### config.mk
export PLATFORM = sky130hd
export DESIGN_NAME = mul_dispatch_flat
export DESIGN_NICKNAME = d
export VERILOG_FILES = /design/src/rtl/mul_dispatch_if.sv /design/src/rtl/mul_dispatch.sv /design/src/flat_wrapper.sv
export SDC_FILE = /design/constraint.sdc
export NUM_CORES = 1
export LEC_CHECK = 0
export CORE_MARGIN = 2
export CORE_UTILIZATION = 37
export CTS_CLUSTER_DIAMETER = 60
export DETAILED_ROUTE_END_ITERATION = 8
export PLACE_DENSITY = 0.78
export SYNTH_ARGS = -nofsm -noshare
export SYNTH_HDL_FRONTEND = slang
export SYNTH_SLANG_ARGS = --single-unit
### constraint.sdc
create_clock -name clk -period 2.5 [get_ports clk]
set_input_delay 0.375 -clock clk [delete_from_list [all_inputs] [get_ports clk]]
set_output_delay 0.375 -clock clk [all_outputs]
set_load 0.005 [all_outputs]
### src/rtl/mul_dispatch_if.sv
// Bundle of the IF/ID/sequencer signals seen by the MUL dispatch block.
// The master side is the dispatcher. The slave side is its environment:
// the fetch stage, the microcode sequencer, EX flags and the ID stage.
interface mul_dispatch_if;
    logic [31:0] fetch_instr;
    logic        fetch_valid;
    logic [31:0] ucode_instr;
    logic        ucode_mux_ctrl;
    logic        mul_release;
    logic [3:0]  flags_restore;
    logic [3:0]  flags_exec;
    logic [31:0] instr_to_id;
    logic        instr_valid;
    logic        pc_stall;
    logic        start_mul;
    logic [3:0]  dest_reg;
    logic [3:0]  source_reg;
    logic [3:0]  rs2_addr;
    logic [15:0] immediate;
    logic [1:0]  mul_type;
    logic [3:0]  flags_snapshot;
    logic [3:0]  flags_out;
    logic        flags_restore_en;
    logic        busy;
    logic        timeout_err;

    modport master (
        input  fetch_instr, fetch_valid, ucode_instr, ucode_mux_ctrl,
               mul_release, flags_restore, flags_exec,
        output instr_to_id, instr_valid, pc_stall, start_mul, dest_reg,
               source_reg, rs2_addr, immediate, mul_type, flags_snapshot,
               flags_out, flags_restore_en, busy, timeout_err
    );

    modport slave (
        output fetch_instr, fetch_valid, ucode_instr, ucode_mux_ctrl,
               mul_release, flags_restore, flags_exec,
        input  instr_to_id, instr_valid, pc_stall, start_mul, dest_reg,
               source_reg, rs2_addr, immediate, mul_type, flags_snapshot,
               flags_out, flags_restore_en, busy, timeout_err
    );
endinterface

### src/rtl/mul_dispatch.sv
// MUL dispatch: this block sits between IF and ID.
// It spots MUL opcodes in the fetch stream, stalls fetch and launches the
// microcode sequencer. While the sequencer runs, the block forwards the
// injected instructions to ID. On release, or on a watchdog timeout, it
// restores the flags and hands fetch back.
module mul_dispatch #(
    parameter logic [6:0] OP_MULI  = 7'b0010011,
    parameter logic [6:0] OP_MULR  = 7'b0110011,
    parameter logic [6:0] OP_MULSI = 7'b0011011,
    parameter logic [6:0] OP_MULSR = 7'b0111011,
    parameter int         WDOG_W   = 20
) (
    input  logic          clk,
    input  logic          rst,
    mul_dispatch_if.master bus
);

    localparam logic [31:0] NOP = {5'b11001, 27'b0};

    typedef enum logic [1:0] {
        S_IDLE,
        S_LAUNCH,
        S_WAIT
    } state_t;

    state_t             state;
    logic [3:0]         dest_q;
    logic [3:0]         src_q;
    logic [3:0]         rs2_q;
    logic [15:0]        imm_q;
    logic [1:0]         type_q;
    logic [3:0]         snap_q;
    logic [WDOG_W-1:0]  wdog_q;
    logic               timeout_q;

    logic               mul_hit;
    logic [1:0]         type_dec;
    logic               wdog_sat;

    logic [31:0]        instr_to_id_c;
    logic               instr_valid_c;
    logic               pc_stall_c;
    logic               start_mul_c;
    logic [3:0]         flags_out_c;
    logic               flags_restore_en_c;
    logic               busy_c;

    assign wdog_sat = &wdog_q;

    // Decode the fetched opcode into a MUL hit and its type (bit 0 set = register form)
    always_comb begin
        mul_hit  = 1'b0;
        type_dec = 2'd0;
        case (bus.fetch_instr[31:25])
            OP_MULI:  begin mul_hit = bus.fetch_valid; type_dec = 2'd0; end
            OP_MULR:  begin mul_hit = bus.fetch_valid; type_dec = 2'd1; end
            OP_MULSI: begin mul_hit = bus.fetch_valid; type_dec = 2'd2; end
            OP_MULSR: begin mul_hit = bus.fetch_valid; type_dec = 2'd3; end
            default:  begin mul_hit = 1'b0; type_dec = 2'd0; end
        endcase
    end

    // State, operand latches, watchdog and sticky timeout error
    always_ff @(posedge clk) begin
        if (rst) begin
            state     <= S_IDLE;
            dest_q    <= '0;
            src_q     <= '0;
            rs2_q     <= '0;
            imm_q     <= '0;
            type_q    <= '0;
            snap_q    <= '0;
            wdog_q    <= '0;
            timeout_q <= 1'b0;
        end else begin
            case (state)
                S_IDLE: begin
                    if (mul_hit) begin
                        dest_q <= bus.fetch_instr[24:21];
                        src_q  <= bus.fetch_instr[20:17];
                        rs2_q  <= bus.fetch_instr[16:13];
                        // Register forms carry a nonzero sentinel; the real count comes from rs2
                        imm_q  <= type_dec[0] ? 16'h0001 : bus.fetch_instr[15:0];
                        type_q <= type_dec;
                        snap_q <= bus.flags_exec;
                        state  <= S_LAUNCH;
                    end
                end
                S_LAUNCH: begin
                    wdog_q <= '0;
                    state  <= S_WAIT;
                end
                S_WAIT: begin
                    if (bus.mul_release) begin
                        state <= S_IDLE;
                    end else if (wdog_sat) begin
                        timeout_q <= 1'b1;
                        state     <= S_IDLE;
                    end else begin
                        wdog_q <= wdog_q + 1'b1;
                    end
                end
                default: state <= S_IDLE;
            endcase
        end
    end

    // Output mux: pass-through in IDLE, stall/launch, then forward or release
    always_comb begin
        instr_to_id_c      = NOP;
        instr_valid_c      = 1'b0;
        pc_stall_c         = 1'b0;
        start_mul_c        = 1'b0;
        flags_out_c        = snap_q;
        flags_restore_en_c = 1'b0;
        busy_c             = 1'b0;
        if (!rst) begin
            case (state)
                S_IDLE: begin
                    if (mul_hit) begin
                        pc_stall_c = 1'b1;
                    end else begin
                        instr_to_id_c = bus.fetch_instr;
                        instr_valid_c = bus.fetch_valid;
                    end
                end
                S_LAUNCH: begin
                    start_mul_c = 1'b1;
                    pc_stall_c  = 1'b1;
                    busy_c      = 1'b1;
                end
                S_WAIT: begin
                    busy_c     = 1'b1;
                    pc_stall_c = 1'b1;
                    if (bus.mul_release) begin
                        flags_out_c        = bus.flags_restore;
                        flags_restore_en_c = 1'b1;
                        pc_stall_c         = 1'b0;
                    end else if (wdog_sat) begin
                        flags_restore_en_c = 1'b1;
                        pc_stall_c         = 1'b0;
                    end else if (bus.ucode_mux_ctrl) begin
                        instr_to_id_c = bus.ucode_instr;
                        instr_valid_c = 1'b1;
                    end
                end
                default: ;
            endcase
        end
    end

    assign bus.instr_to_id      = instr_to_id_c;
    assign bus.instr_valid      = instr_valid_c;
    assign bus.pc_stall         = pc_stall_c;
    assign bus.start_mul        = start_mul_c;
    assign bus.flags_out        = flags_out_c;
    assign bus.flags_restore_en = flags_restore_en_c;
    assign bus.busy             = busy_c;
    assign bus.dest_reg         = dest_q;
    assign bus.source_reg       = src_q;
    assign bus.rs2_addr         = rs2_q;
    assign bus.immediate        = imm_q;
    assign bus.mul_type         = type_q;
    assign bus.flags_snapshot   = snap_q;
    assign bus.timeout_err      = timeout_q;

endmodule

### src/flat_wrapper.sv
// flat-port wrapper written by rule: the top's interface ports become plain ports
module mul_dispatch_flat 
#(
    parameter logic [6:0] OP_MULI  = 7'b0010011,
    parameter logic [6:0] OP_MULR  = 7'b0110011,
    parameter logic [6:0] OP_MULSI = 7'b0011011,
    parameter logic [6:0] OP_MULSR = 7'b0111011,
    parameter int         WDOG_W   = 20
)
  (clk, rst, bus_fetch_instr, bus_fetch_valid, bus_ucode_instr, bus_ucode_mux_ctrl, bus_mul_release, bus_flags_restore, bus_flags_exec, bus_instr_to_id, bus_instr_valid, bus_pc_stall, bus_start_mul, bus_dest_reg, bus_source_reg, bus_rs2_addr, bus_immediate, bus_mul_type, bus_flags_snapshot, bus_flags_out, bus_flags_restore_en, bus_busy, bus_timeout_err);
  mul_dispatch_if bus_i ();
  input  logic clk;
  input  logic rst;
  input wire logic [$bits(bus_i.fetch_instr)-1:0] bus_fetch_instr;
  input wire logic [$bits(bus_i.fetch_valid)-1:0] bus_fetch_valid;
  input wire logic [$bits(bus_i.ucode_instr)-1:0] bus_ucode_instr;
  input wire logic [$bits(bus_i.ucode_mux_ctrl)-1:0] bus_ucode_mux_ctrl;
  input wire logic [$bits(bus_i.mul_release)-1:0] bus_mul_release;
  input wire logic [$bits(bus_i.flags_restore)-1:0] bus_flags_restore;
  input wire logic [$bits(bus_i.flags_exec)-1:0] bus_flags_exec;
  output wire logic [$bits(bus_i.instr_to_id)-1:0] bus_instr_to_id;
  output wire logic [$bits(bus_i.instr_valid)-1:0] bus_instr_valid;
  output wire logic [$bits(bus_i.pc_stall)-1:0] bus_pc_stall;
  output wire logic [$bits(bus_i.start_mul)-1:0] bus_start_mul;
  output wire logic [$bits(bus_i.dest_reg)-1:0] bus_dest_reg;
  output wire logic [$bits(bus_i.source_reg)-1:0] bus_source_reg;
  output wire logic [$bits(bus_i.rs2_addr)-1:0] bus_rs2_addr;
  output wire logic [$bits(bus_i.immediate)-1:0] bus_immediate;
  output wire logic [$bits(bus_i.mul_type)-1:0] bus_mul_type;
  output wire logic [$bits(bus_i.flags_snapshot)-1:0] bus_flags_snapshot;
  output wire logic [$bits(bus_i.flags_out)-1:0] bus_flags_out;
  output wire logic [$bits(bus_i.flags_restore_en)-1:0] bus_flags_restore_en;
  output wire logic [$bits(bus_i.busy)-1:0] bus_busy;
  output wire logic [$bits(bus_i.timeout_err)-1:0] bus_timeout_err;
  assign bus_i.fetch_instr = bus_fetch_instr;
  assign bus_i.fetch_valid = bus_fetch_valid;
  assign bus_i.ucode_instr = bus_ucode_instr;
  assign bus_i.ucode_mux_ctrl = bus_ucode_mux_ctrl;
  assign bus_i.mul_release = bus_mul_release;
  assign bus_i.flags_restore = bus_flags_restore;
  assign bus_i.flags_exec = bus_flags_exec;
  assign bus_instr_to_id = bus_i.instr_to_id;
  assign bus_instr_valid = bus_i.instr_valid;
  assign bus_pc_stall = bus_i.pc_stall;
  assign bus_start_mul = bus_i.start_mul;
  assign bus_dest_reg = bus_i.dest_reg;
  assign bus_source_reg = bus_i.source_reg;
  assign bus_rs2_addr = bus_i.rs2_addr;
  assign bus_immediate = bus_i.immediate;
  assign bus_mul_type = bus_i.mul_type;
  assign bus_flags_snapshot = bus_i.flags_snapshot;
  assign bus_flags_out = bus_i.flags_out;
  assign bus_flags_restore_en = bus_i.flags_restore_en;
  assign bus_busy = bus_i.busy;
  assign bus_timeout_err = bus_i.timeout_err;
  mul_dispatch #(.OP_MULI(OP_MULI), .OP_MULR(OP_MULR), .OP_MULSI(OP_MULSI), .OP_MULSR(OP_MULSR), .WDOG_W(WDOG_W)) u_core (.clk(clk), .rst(rst), .bus(bus_i));
endmodule
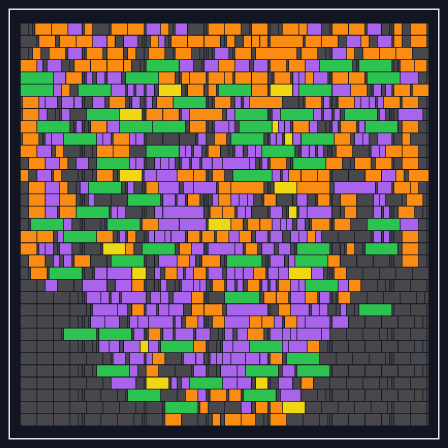
Figure 1: run 1, placement by cell class.
Fill, decap, tap and diode cells in grey.
legend:
  flops:
    colour: green
    cells: 57
    share_of_their_area: 22%
  clock drivers and dummy loads:
    colour: yellow
    cells: 16
    share_of_their_area: 3.3%
  other buffers and delay cells:
    colour: orange
    cells: 220
    share_of_their_area: 38%
  combinational and other logic:
    colour: purple
    cells: 283
    share_of_their_area: 37%
core area: 8180 µm²
row cnt: 33
flop share of the area: 21.7%

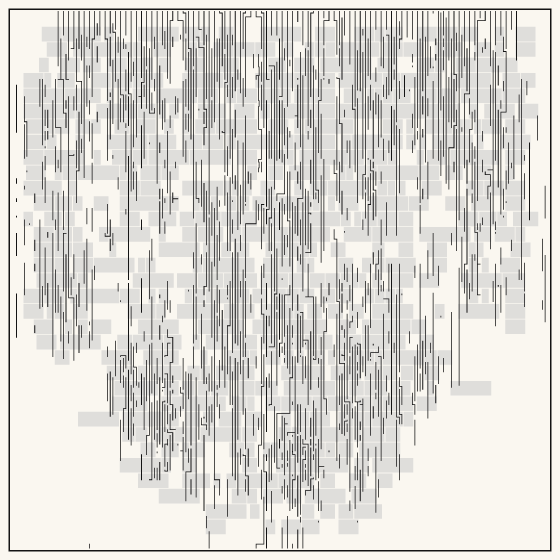
Figure 2: run 1, the metal 2 layer.
Cells faint in the background.
longest straight run: 36.8 µm
main direction: vertical

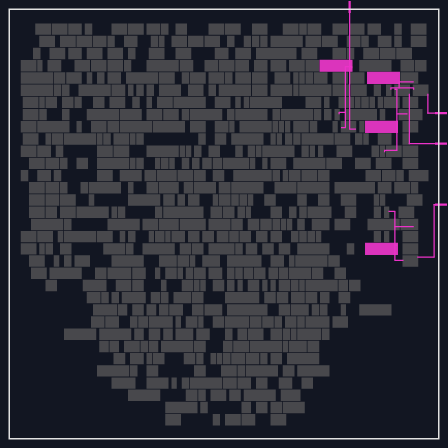
Figure 3: run 1, wires at chosen ports, followed through buffers.
legend:
  bus_flags_snapshot:
    colour: magenta
    direction: output
    edge: 3 east, 1 north
    end_cells: 4
    buffers: 4
    wire: 134 µm

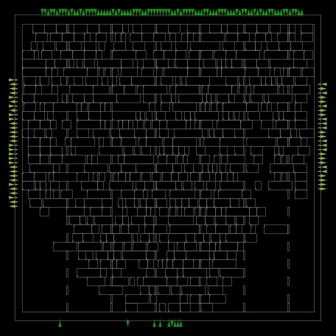
Figure 4: run 1, placed standard cells.
Fillers: 668
Tapcells: 105
Layout Cells excl Fill: 681
Final Core Density: 64.7%

==> run notes, run 1 <==
impl run done, here's what came out: outcome finished, violations left, failing checks negative setup slack, hold path depth 2, worst flop-to-flop path startpoint u_core.wdog_q[0], Placed Cells 654, FF-to-FF End u_core.wdog_q[19], invs w/o clock 6, worst vdd ir 0.000275 V, post-synth top area cell dfxtp_1, critical path class reg2out, total power 1.98 mW, Seq/Total Area, Yosys 36.9%, Logic family by area AND-OR/OR-AND gates, Mux cell area share 1.46%, Total Routing Usage GR 24.9%, max reg flops 20, Biggest Area Class buffers, Flop pwr share 46.0%, LEAKAGE 2.06 nW, drt pass-1 iters 5, Non-clk bufs 220, Routability Congestion 0.855, P_seq 0.913 mW, cells in synth_stat.txt 368, Die Size 9100 µm², Final Critical Period 2.63 ns, distinct lib cells 51, initial DRC count 209, CTS clock-pin slew for the worst setup and hold paths 0.07 ns, final hold vios 0, logic share of the area 35.4%, Fin Setup TNS -2.56 ns, combinational share of power 14.9%, register area 1150 µm², Comb area 1870 µm², YS chip area 3090 µm², Insertion Delay late pin 0.35 ns, Top reg by flops u_core.wdog_q, Gate Count Post-Synth 368, slack of the critical path -0.126 ns, Critical Path Fanout Max 2, GR Util met3 6.25%, YS warnings 0, crit path to bus_instr_valid, Post-CTS Setup Bufs 7, max-cap violation count 0, worst reg2reg path depth 10, Met1 Wirelength 4920 µm, post-synthesis adder-cell area fraction 2.02%, Startpoint Class flop, Seq cells 57, area fraction in xor and xnor cells 0%, NonClk Buf Share 36.8%, Hold Slack 0.351 ns, Worst Skew 0.0102 ns, clock network power 0.775 mW, Synth flops 57, worst stage delay on the critical path 0.52 ns, sw frac 25.6%, most frequent logic cell in the layout clkdlybuf4s50_1, vias in the first global route 3,419, DR vias 3,756, drt wl/cell 17.6 µm, Top Layout Cells clkdlybuf4s50_1, buf_4, dfxtp_1, nand2_1, a21oi_1, metal3 WL 843 µm, Crit path depth 9, DRT antenna net count 0, Sink Count 57, GR Overflow Total 0, Max-area cell share 36.9%, # setup viols final 33, initial cell density of the core 37.8%, final net count 653, EDFF count, synth 0, # resized after CTS 154, share of cells above drive strength 1 26.7%, buffers and inverters on the worst path 3, clock network fraction of total power 39.1%, GR peak layer met2, Post-synth top flop dfxtp_1, Clock Tree Root clkbuf_8, syn nets 450, Critical Path AT 2.25 ns, Slew Viols, Final 0, met1 Use GR 31.1%, Power Density 375 nW/µm², # DRC 0, die width 95.4 µm, CP Cell Sequence ha_4 > nand2_4 > or4_4 > buf_6 > buf_6 > o21a_1 > a32oi_1 > nor2_1 > buf_2, Synth-to-Final Area Change 71.3%, initial antenna violation count 0, crit path capture type output port, Basic Gates by Area 22.7%, Crit path max-delay family simple AND/OR/NAND/NOR gates, Detailed Place HPWL 8500 µm, H-tree depth 3, Hold Path Origin rst, I/O pins 153, OpenROAD warnings 31, Worst Tran Pin Value 0.609 ns, CP most frequent cell buf_6, Crit-path slowest cell or4_4, met2 wire length 5900 µm, class of the worst hold path in2reg, hold worst-path end u_core.wdog_q[3], top cells by count dfxtp_1, nand2_1, a21oi_1, Rel. slew slack 59.0%, vias per cell 5.52, clock buf count 11, Setup Slack @ Placement -0.443 ns, highest routed layer met4, Mapped Area 3090 µm², top power consumer group registers, final instance area 5290 µm², largest net degree at the start of global routing 47, reported net switching power 0.508 mW, Top cells by area dfxtp_1, a22o_1, a21oi_1, antenna cells 0, Internal Power 1.48 mW, DP Area 5070 µm², first-pass GRT wire length 17,200 µm
Figure 5. M3 wires (run 1).
Scale bar: 20 µm.
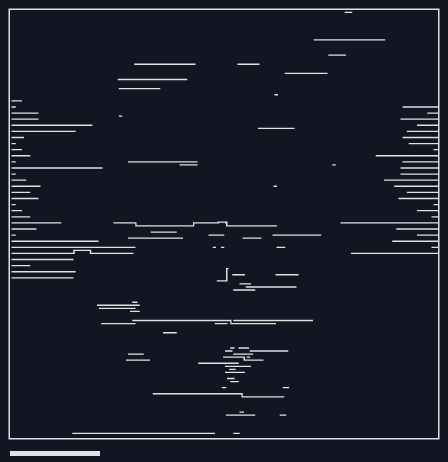

==> run 1 -> run 2 <==
--- a/config.mk
+++ b/config.mk
@@ -6,10 +6,10 @@
 export NUM_CORES = 1
 export LEC_CHECK = 0
 export CORE_MARGIN = 2
-export CORE_UTILIZATION = 37
+export CORE_UTILIZATION = 41
 export CTS_CLUSTER_DIAMETER = 60
 export DETAILED_ROUTE_END_ITERATION = 8
-export PLACE_DENSITY = 0.78
+export PLACE_DENSITY = 0.81
 export SYNTH_ARGS = -nofsm -noshare
 export SYNTH_HDL_FRONTEND = slang
 export SYNTH_SLANG_ARGS = --single-unit
==> constraint.sdc (replaced) <==
create_clock -name clk -period 2.7 [get_ports clk]
set_input_delay 0.405 -clock clk [delete_from_list [all_inputs] [get_ports clk]]
set_output_delay 0.405 -clock clk [all_outputs]
set_load 0.005 [all_outputs]
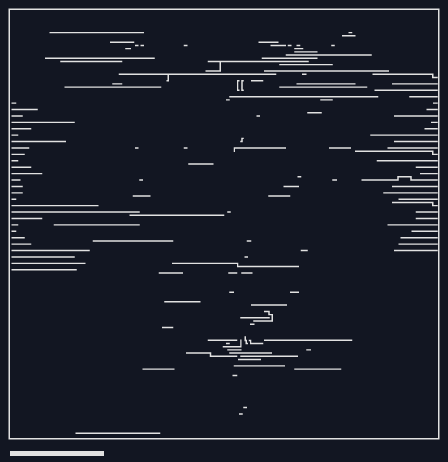
Figure 6: run 2, M3 wires.
Scale bar: 20 µm.
wire length on this layer: 999 µm
share of all routed wire: 8.2%
longest straight run: 33.1 µm

==> run notes, run 2 <==
impl run done, here's what came out: outcome finished clean, first-pass GRT wire length 19,200 µm, Slew Viols, Final 0, slack of the critical path 0.0540 ns, drt pass-1 iters 5, metal3 WL 998 µm, class of the worst hold path reg2reg, Tapcells 99, Seq cells 57, CTS clock-pin slew for the worst setup and hold paths 0.06 ns, Detailed Place HPWL 8600 µm, EDFF count, synth 0, Crit path depth 9, OpenROAD warnings 31, hold worst-path end u_core.bus.immediate[13], Max-area cell share 36.9%, Mapped Area 3090 µm², Post-synth top flop dfxtp_1, invs w/o clock 6, CP Cell Sequence clkdlybuf4s50_1 > nor4bb_4 > buf_4 > and3_1 > nand2b_4 > nor2_2 > buf_12 > a22o_1 > clkbuf_2, # resized after CTS 123, DR vias 3,725, Startpoint Class input port, final hold vios 0, Fillers 591, Total Routing Usage GR 29.1%, Power Density 357 nW/µm², final net count 629, drt wl/cell 18.7 µm, initial antenna violation count 0, crit path to bus_instr_to_id[13], NonClk Buf Share 34.7%, worst flop-to-flop path startpoint u_core.wdog_q[1], Mux cell area share 1.46%, Non-clk bufs 196, Gate Count Post-Synth 368, row cnt 31, most frequent logic cell in the layout clkdlybuf4s50_1, flop share of the area 22.5%, Crit-path slowest cell clkdlybuf4s50_1, Fin Setup TNS 0 ns, Layout Cells excl Fill 651, reported net switching power 0.440 mW, area fraction in xor and xnor cells 0%, Routability Congestion 0.913, post-synth top area cell dfxtp_1, Critical Path Fanout Max 24, GR Util met3 6.59%, Top reg by flops u_core.wdog_q, Worst Tran Pin Value 0.509 ns, total power 1.83 mW, distinct lib cells 51, highest routed layer met4, max-cap violation count 0, buffers and inverters on the worst path 4, Flop pwr share 46.3%, FF-to-FF End u_core.wdog_q[4], cells in synth_stat.txt 368, worst reg2reg path depth 9, core area 7290 µm², Comb area 1870 µm², top power consumer group registers, final instance area 5110 µm², Top cells by area dfxtp_1, a22o_1, a21oi_1, clock buf count 13, top cells by count dfxtp_1, nand2_1, a21oi_1, critical path class in2out, # setup viols final 0, worst stage delay on the critical path 0.56 ns, largest net degree at the start of global routing 47, met2 wire length 5910 µm, initial cell density of the core 42.4%, crit path capture type output port, Rel. slew slack 65.8%, Clock Tree Root clkbuf_8, Worst Skew 0.0106 ns, Logic family by area AND-OR/OR-AND gates, Seq/Total Area, Yosys 36.9%
Power and IR drop assume default switching activity.
